==> run_1/closeup.png <==
Bar = 20 microns. Region (26, 31) to (76, 81) microns. Cells in gray, sequential cells in the stronger gray; small squares are vias.
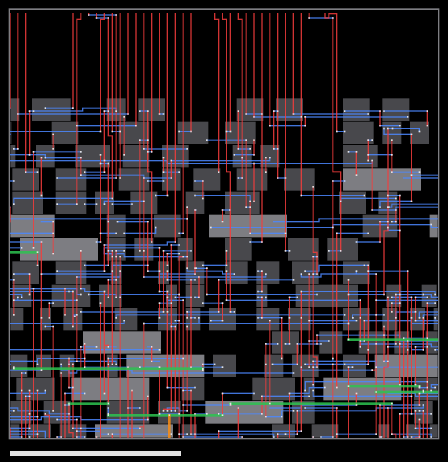
==> run_1/m1.png <==
Bar = 20 microns.
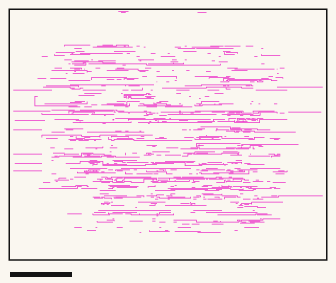
==> run_1/clock_nets.png <==
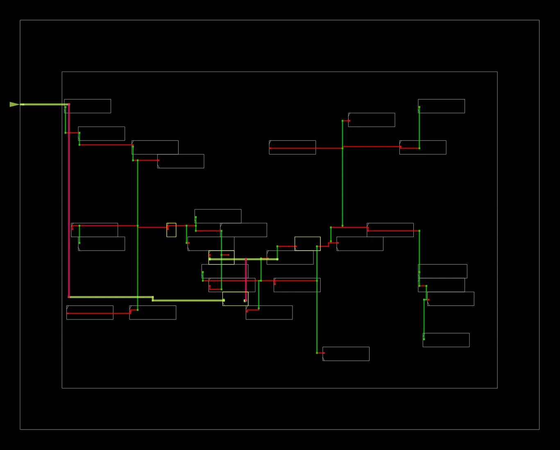
$ cat src/rtl/reg_ctx_xfer_pkg.sv
// Shared types for the register-context save/restore engine.
package reg_ctx_xfer_pkg;

    typedef enum logic [2:0] {
        StIdle,
        StSave,
        StRstRd,
        StRstWr,
        StDone
    } state_e;

    localparam logic DIR_SAVE    = 1'b0;
    localparam logic DIR_RESTORE = 1'b1;

endpackage

$ cat src/rtl/reg_ctx_xfer.sv
// Context save/restore engine: streams a register range to data memory (save)
// or reads it back from memory into the register file (restore).
module reg_ctx_xfer
    import reg_ctx_xfer_pkg::*;
#(
    parameter int unsigned W  = 8,
    parameter int unsigned D  = 4,
    parameter int unsigned AW = 8
) (
    input  logic          clk,
    input  logic          rst_n,
    input  logic          start,
    input  logic          dir,
    input  logic [AW-1:0] base_addr,
    input  logic [D-1:0]  first_reg,
    input  logic [D-1:0]  last_reg,
    output logic          busy,
    output logic          done,
    output logic [D-1:0]  reg_from_number,
    input  logic [W-1:0]  reg_out,
    output logic          reg_write_en,
    output logic [D-1:0]  reg_write_number,
    output logic [W-1:0]  reg_write_data,
    output logic          mem_req,
    output logic          mem_we,
    output logic [AW-1:0] mem_addr,
    output logic [W-1:0]  mem_wdata,
    input  logic [W-1:0]  mem_rdata,
    input  logic          mem_ack
);

    state_e        state_q, state_d;
    logic [D-1:0]  cur_q, cur_d;
    logic [D-1:0]  last_q, last_d;
    logic [AW-1:0] addr_q, addr_d;
    logic [W-1:0]  buf_q, buf_d;
    logic          at_last;

    assign at_last = (cur_q == last_q);

    // State register
    always_ff @(posedge clk or negedge rst_n) begin
        if (!rst_n) begin
            state_q <= StIdle;
        end else begin
            state_q <= state_d;
        end
    end

    // Next-state logic
    always_comb begin
        state_d = state_q;
        unique case (state_q)
            StIdle: begin
                if (start) begin
                    state_d = (dir == DIR_RESTORE) ? StRstRd : StSave;
                end
            end
            StSave: begin
                if (mem_ack && at_last) begin
                    state_d = StDone;
                end
            end
            StRstRd: begin
                if (mem_ack) begin
                    state_d = StRstWr;
                end
            end
            StRstWr: begin
                state_d = at_last ? StDone : StRstRd;
            end
            StDone: begin
                state_d = StIdle;
            end
            default: begin
                state_d = StIdle;
            end
        endcase
    end

    // Output logic: everything is decoded from the current state so that an
    // asynchronous reset drops mem_req and the strobes immediately.
    always_comb begin
        busy             = 1'b0;
        done             = 1'b0;
        mem_req          = 1'b0;
        mem_we           = 1'b0;
        mem_addr         = '0;
        mem_wdata        = '0;
        reg_from_number  = '0;
        reg_write_en     = 1'b0;
        reg_write_number = '0;
        reg_write_data   = '0;
        unique case (state_q)
            StIdle: begin
            end
            StSave: begin
                busy            = 1'b1;
                mem_req         = 1'b1;
                mem_we          = 1'b1;
                mem_addr        = addr_q;
                reg_from_number = cur_q;
                mem_wdata       = reg_out;
            end
            StRstRd: begin
                busy     = 1'b1;
                mem_req  = 1'b1;
                mem_addr = addr_q;
            end
            StRstWr: begin
                busy             = 1'b1;
                reg_write_en     = 1'b1;
                reg_write_number = cur_q;
                reg_write_data   = buf_q;
            end
            StDone: begin
                busy = 1'b1;
                done = 1'b1;
            end
            default: begin
            end
        endcase
    end

    // Datapath: register index and memory address advance together, both
    // wrapping naturally at their own widths.
    always_comb begin
        cur_d  = cur_q;
        last_d = last_q;
        addr_d = addr_q;
        buf_d  = buf_q;
        unique case (state_q)
            StIdle: begin
                if (start) begin
                    cur_d  = first_reg;
                    last_d = last_reg;
                    addr_d = base_addr;
                end
            end
            StSave: begin
                if (mem_ack && !at_last) begin
                    cur_d  = cur_q + D'(1);
                    addr_d = addr_q + AW'(1);
                end
            end
            StRstRd: begin
                if (mem_ack) begin
                    buf_d = mem_rdata;
                end
            end
            StRstWr: begin
                if (!at_last) begin
                    cur_d  = cur_q + D'(1);
                    addr_d = addr_q + AW'(1);
                end
            end
            default: begin
            end
        endcase
    end

    always_ff @(posedge clk or negedge rst_n) begin
        if (!rst_n) begin
            cur_q  <= '0;
            last_q <= '0;
            addr_q <= '0;
            buf_q  <= '0;
        end else begin
            cur_q  <= cur_d;
            last_q <= last_d;
            addr_q <= addr_d;
            buf_q  <= buf_d;
        end
    end

endmodule

$ cat config.mk
export PLATFORM = sky130hd
export DESIGN_NAME = reg_ctx_xfer
export DESIGN_NICKNAME = d
export VERILOG_FILES = /design/src/rtl/reg_ctx_xfer_pkg.sv /design/src/rtl/reg_ctx_xfer.sv
export SDC_FILE = /design/constraint.sdc
export NUM_CORES = 1
export LEC_CHECK = 0
export CAP_MARGIN = 20
export CELL_PAD_IN_SITES_DETAIL_PLACEMENT = 1
export CELL_PAD_IN_SITES_GLOBAL_PLACEMENT = 1
export CORE_ASPECT_RATIO = 0.75
export CORE_MARGIN = 8
export CORE_UTILIZATION = 31
export DETAILED_ROUTE_END_ITERATION = 8
export PLACE_DENSITY_LB_ADDON = 0.1
export SLEW_MARGIN = 0
export SYNTH_ARGS = -nofsm -noshare
export SYNTH_HDL_FRONTEND = slang
export SYNTH_SLANG_ARGS = --single-unit
$ cat constraint.sdc
create_clock -name clk -period 2.2 [get_ports clk]
set_clock_uncertainty 0.15 [all_clocks]
set_input_delay 0.22 -clock clk [delete_from_list [all_inputs] [get_ports clk]]
set_output_delay 0.22 -clock clk [all_outputs]
set_load 0.02 [all_outputs]
==> flow_results.org <==
#+TITLE: Synthesis and PnR summary

** STA
- Final-report hold violation count :: 0
- Number of max-slew violations in the final report :: 0

** Finish
- Sequential cell area share :: 24.90%
- The finished cells cover 2719 sq um.
- Across the whole layout, storage elements account for 676.9 sq um.
- The layout summary lists the proportion of cells stronger than drive strength 1 as 17.39%.
- Ranking logic cells in the layout by count gives the top entries clkdlybuf4s50_1, dlygate4sd2_1, dfrtp_1.
- Clock tree buffers and inverters occupy 1.703% of the routed design's cell area.

** Die
- Die ar. :: 8302 sq um
- During I/O placement, the number of pins put on the boundary was 74.
- Area inside the core boundary :: 5381 sq um
- According to the floorplan report, the die height is 80.94 microns.

** Global route
- Total congestion overflow :: 0
- Wire length of the first global-routing pass :: 10,230 microns

** Synth
- By count the netlist is led by dfrtp_1, and2_1, and3_1.
- Complex Gates by Area :: 13.50%
- Post-synth EDFFs :: 0
- Seq share, synth :: 38.77%
- Yosys synthesis chip area :: 1743 sq um
- Most common cell in the synthesized netlist :: dfrtp_1
- The number of cells reported by Yosys stat comes to 188.
- Synth Cell Area :: 1743 sq um
- Seq cells post-synth :: 27

** Worst setup path
- The launch point of the worst register-to-register path is recorded as state_q[1]$_DFFE_PN0P_.
- For the worst flop-to-flop path, the logic depth is 5.
- CP Capture Point :: mem_addr[7]
- Crit path capture type :: output port
- For the worst reg-to-reg path, the endpoint reported by OpenROAD is addr_q[6]$_DFFE_PN0P_.
- The timing report shows that the slowest cell on the worst path is clkdlybuf4s50_1.
- Worst EP arrival :: 1750 ps

** Power
- Sequential cell fraction of total power :: 24.1%
- The power report lists the clock group at 295 uW.
- Group with the largest share of power :: combinational logic
- Worst voltage drop across the vdd grid :: 569.0 uV
- For this design the static power due to leakage is 1.303 nW.
- Sequential power for this build is 955 uW.
- The flow reported a cell area power density of 1460 nW/um^2.
- Net Sw Frac :: 47.11%

** Clocking
- The post-CTS hold buffer count recorded in the log is 0.
- Buffer count from post-CTS setup fixing :: 0
- Per the CTS log, the root buffer master is clkbuf_8.
- The number of gates resized after CTS was 35.

** Route
- The detailed router placed 1,825 vias in this run.

** Status
- The run finished with clean final reports.

** Placement
- Placed cell count :: 347
Back to the opening pictures, closeup.png:
M2 -> red
M1 -> blue
M3 -> green
M4 -> orange
most frequent = dlygate4sd2_1 (16), clkdlybuf4s50_1 (13), buf_4 (13)
cells with their middle in the window = 118
netlist names of flops here include = `buf_q` (4), `cur_q` (4), `state_q` (2)
sequential cells in the window = 11

Back to the opening pictures, m1.png:
longest straight run = 27.1 microns
share of all routed wire = 44%
main direction = horizontal
wire length on this layer = 2,820 microns

Back to the opening pictures, clock_nets.png:
total clock sinks: 27
worst skew pair latency: 280 ps

-- run 1: sequential cells by signal, indices dropped and copies added, names as in the netlist --
signal	flops
state_q	3
addr_q	8
cur_q	4
last_q	4
buf_q	8
-- run 1: through the flow --
step / total power [mW] / util, % / TNS, ps
after detailed placement: 3.896 / 50.31 / -470.2
after CTS: 4.012 / 50.41 / 0
after global placement: 3.816 / 50.31 / 0
final: 3.969 / 50.52 / 0
after global routing: 4.274 / 50.52 / 0
after floorplan: 2.558 / - / 0
-- run 1: routing by layer --
metal	up-vias	global-route usage (%)	part of all wire [%]
li1	859	-	-
met1	912	19.66	44
met2	50	27.68	49
met3	4	2.733	5.8
met4	0	3.504	0.72
met5	-	0	0
No activity file was given, so power comes from the tool's default toggle rates.
